Fig. 1: sequential cells grouped by signal name
Other sequential cells in the stronger grey, the rest of the logic in the fainter grey.
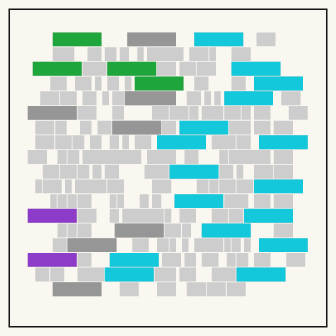
Fig. 2: placement view
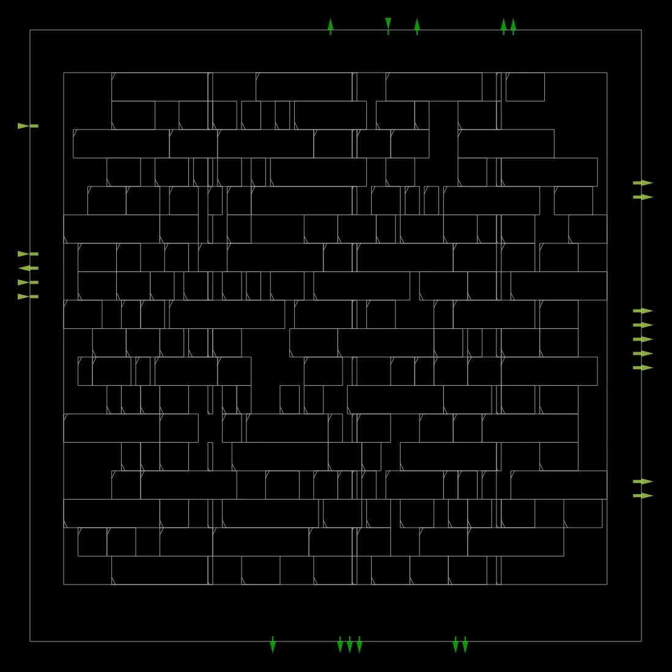
==> config.mk <==
export PLATFORM = sky130hd
export DESIGN_NAME = mux_sel_ctrl
export DESIGN_NICKNAME = d
export VERILOG_FILES = /design/src/rtl/mux_sel_ctrl.sv
export SDC_FILE = /design/constraint.sdc
export NUM_CORES = 1
export LEC_CHECK = 0
export CORE_MARGIN = 3
export CORE_UTILIZATION = 57
export DETAILED_ROUTE_END_ITERATION = 10
export MAX_ROUTING_LAYER = met4
export PLACE_DENSITY_LB_ADDON = 0.25
export SLEW_MARGIN = 20
export SYNTH_ARGS = -nofsm -noshare
export SYNTH_HDL_FRONTEND = slang
export SYNTH_SLANG_ARGS = --single-unit
==> constraint.sdc <==
create_clock -name clk -period 4.8 [get_ports clk]
set_input_delay 0.96 -clock clk [delete_from_list [all_inputs] [get_ports clk]]
set_output_delay 0.96 -clock clk [all_outputs]
set_load 0.01 [all_outputs]
==> flow_summary_export.csv <==
group,metric,value,unit
clock_network,cts.clk_slew.worst_paths,100,ps
die,floorplan.die.width,58.5,um
timing,hold_violations,0,
pwr,power.share.combinational,34.4,%
timing,fin_worst_skew,7.69,ps
timing,rsz0062_at_grt,"false",
worst_setup_path,critical_path_required,5060,ps
timing,finalHoldWorstSlack,518,ps
global_routing,grt_pass1_vias,1278,
pwr,seqPwrFrac,42.9,%
status,run_status,"finished, final reports clean",
timing,max_clk_rate,400,MHz
pwr,p_switching,0.325,mW
synthesis,and_or_nand_nor_cells_area_fraction,22.7,%
run,warning_count,26,
finish,layout-drive-gt1-share,14.4,%
synthesis,syn_area,1570,um^2
worst_setup_path,worstSetupEndpointType,"register",
drt,drtIter0Drc,29,
finish,nNetsFinal,173,
drt,drt_pre_antenna_iters,4,
timing,finalSetupViolations,0,
drt,drt_antenna_net_count,0,
clock_network,latency_at_later_pin,330,ps
drt,route.detailed.drc,0,
synthesis,mux_share,3.59,%
synthesis,gate_count_post_synth,140,
drt,avgViaCountPerCell,6.02,
clock_network,clock-root-buffer,"clkbuf_4",
synthesis,logic_family,"simple AND/OR/NAND/NOR gates",
place,placer_congestion_estimate,0.812,
drt,top_layer,"met4",
synthesis,synth-compound-area-share,14.1,%
die,floorplan.die_area,3420,um^2
pwr,power_switching_share,34.8,%
clock_network,htree_levels,2,
clock_network,cts-hold-fix-buffers,0,
min_path,worst_hold_path_type,"reg2reg",
clock_network,clock-sinks,29,
synthesis,synth.avg_cell_area,11.2,um^2
synthesis,ys_sh_adder,1.59,%
drt,routed_wire_length,3.12,mm
clock_network,clock_tree.buffer_depth,2,
pwr,clock_power_share,22.7,%
global_routing,global_route_wire_length_before_repair,5.71,mm
place,portBuffers,24,
clock_network,cts.repair_timing.setup_buffer_count,0,
finish,area_growth_syn_to_layout,21.0,%
synthesis,synth-edff-count,0,
finish,insertedDiodeCount,0,
-- Fig. 1 (at the start) --
legend:
  green:
    netlist_name: dwell_q
    placed_flops: 4
  cyan:
    netlist_name: sw_count
    placed_flops: 16
  purple:
    netlist_name: guard_q
    placed_flops: 2
final standard cell utilization of the core: 74.6%
sequential portion of the cell area: 38.3%
sequential cell area in the final layout: 727 um^2
sequential group power: 0.401 mW

-- Fig. 2 (at the start) --
number of fill cells in the layout: 191
number of well-tap cells placed: 30
placement row count: 18
area inside the core boundary: 2540 um^2
number of flip-flops and latches: 29

## layout make-up
type / count / area, um^2 / area share [%]
sequential: 29 / 727 / 38.3
tap: 30 / 37.5 / 1.98
clock inverter: 1 / 30.0 / 1.58
inverter: 5 / 18.8 / 0.988
multi-input combinational: 101 / 791 / 41.6
timing repair buffer: 24 / 240 / 12.6
clock buffer: 7 / 55.1 / 2.90
## synth_stat cells (all sizes together), types with 5 or more instances
library cell,number,share of area (%)
nand4,6,4.7
a211oi,8,4.1
a21oi,7,2.2
nand2,9,2.2
inv,5,1.2
nand3,5,1.9
nor2,5,1.7
o21ai,5,1.6
xor2,14,7.8
dfrtp,28,45
## logic make-up after synthesis
| group | Yosys count |
|---|---|
| adders and majority gates | 2 |
| xor gates and xnor gates | 15 |
| and+or+nand+nor | 48 |
| buffers and inverters | 10 |
| muxes | 5 |
| DFF | 29 |
| AOI/OAI and AO/OA | 31 |
## worst max-delay path: stages
cell	delay, ps
clkdlybuf4s50_1	800
and4b_1	330
nand3_2	190
a211oi_1	270
xor2_1	200
## routing by layer
metal	vias to the layer above	global-route usage (%)
li1	570	-
met1	578	24.6
met2	31	37.6
met3	7	8.33
met4	0	9.27
met5	-	-
## power by group through the flow
stage	sequential, mW	clock [mW]	combinational, mW
2_1_floorplan	0.386	0	0.219
3_3_place_gp	0.397	0	0.308
3_5_place_dp	0.404	0	0.320
4_1_cts	0.400	0.215	0.324
5_1_grt	0.415	0.226	0.358
6_report	0.401	0.212	0.321
## through the flow
step	total power, mW	setup slack [ps]	cell area (um^2)	util [%]	std cells
after floorplan	0.605	3000	1570	-	140
after global placement	0.705	2060	1810	71.3	189
after detailed placement	0.725	1980	1810	71.3	189
after CTS	0.939	2340	1900	74.6	197
after global routing	0.999	2120	1900	74.6	197
final	0.935	2300	1900	74.6	197
Power is estimated from default activity; no workload was simulated.
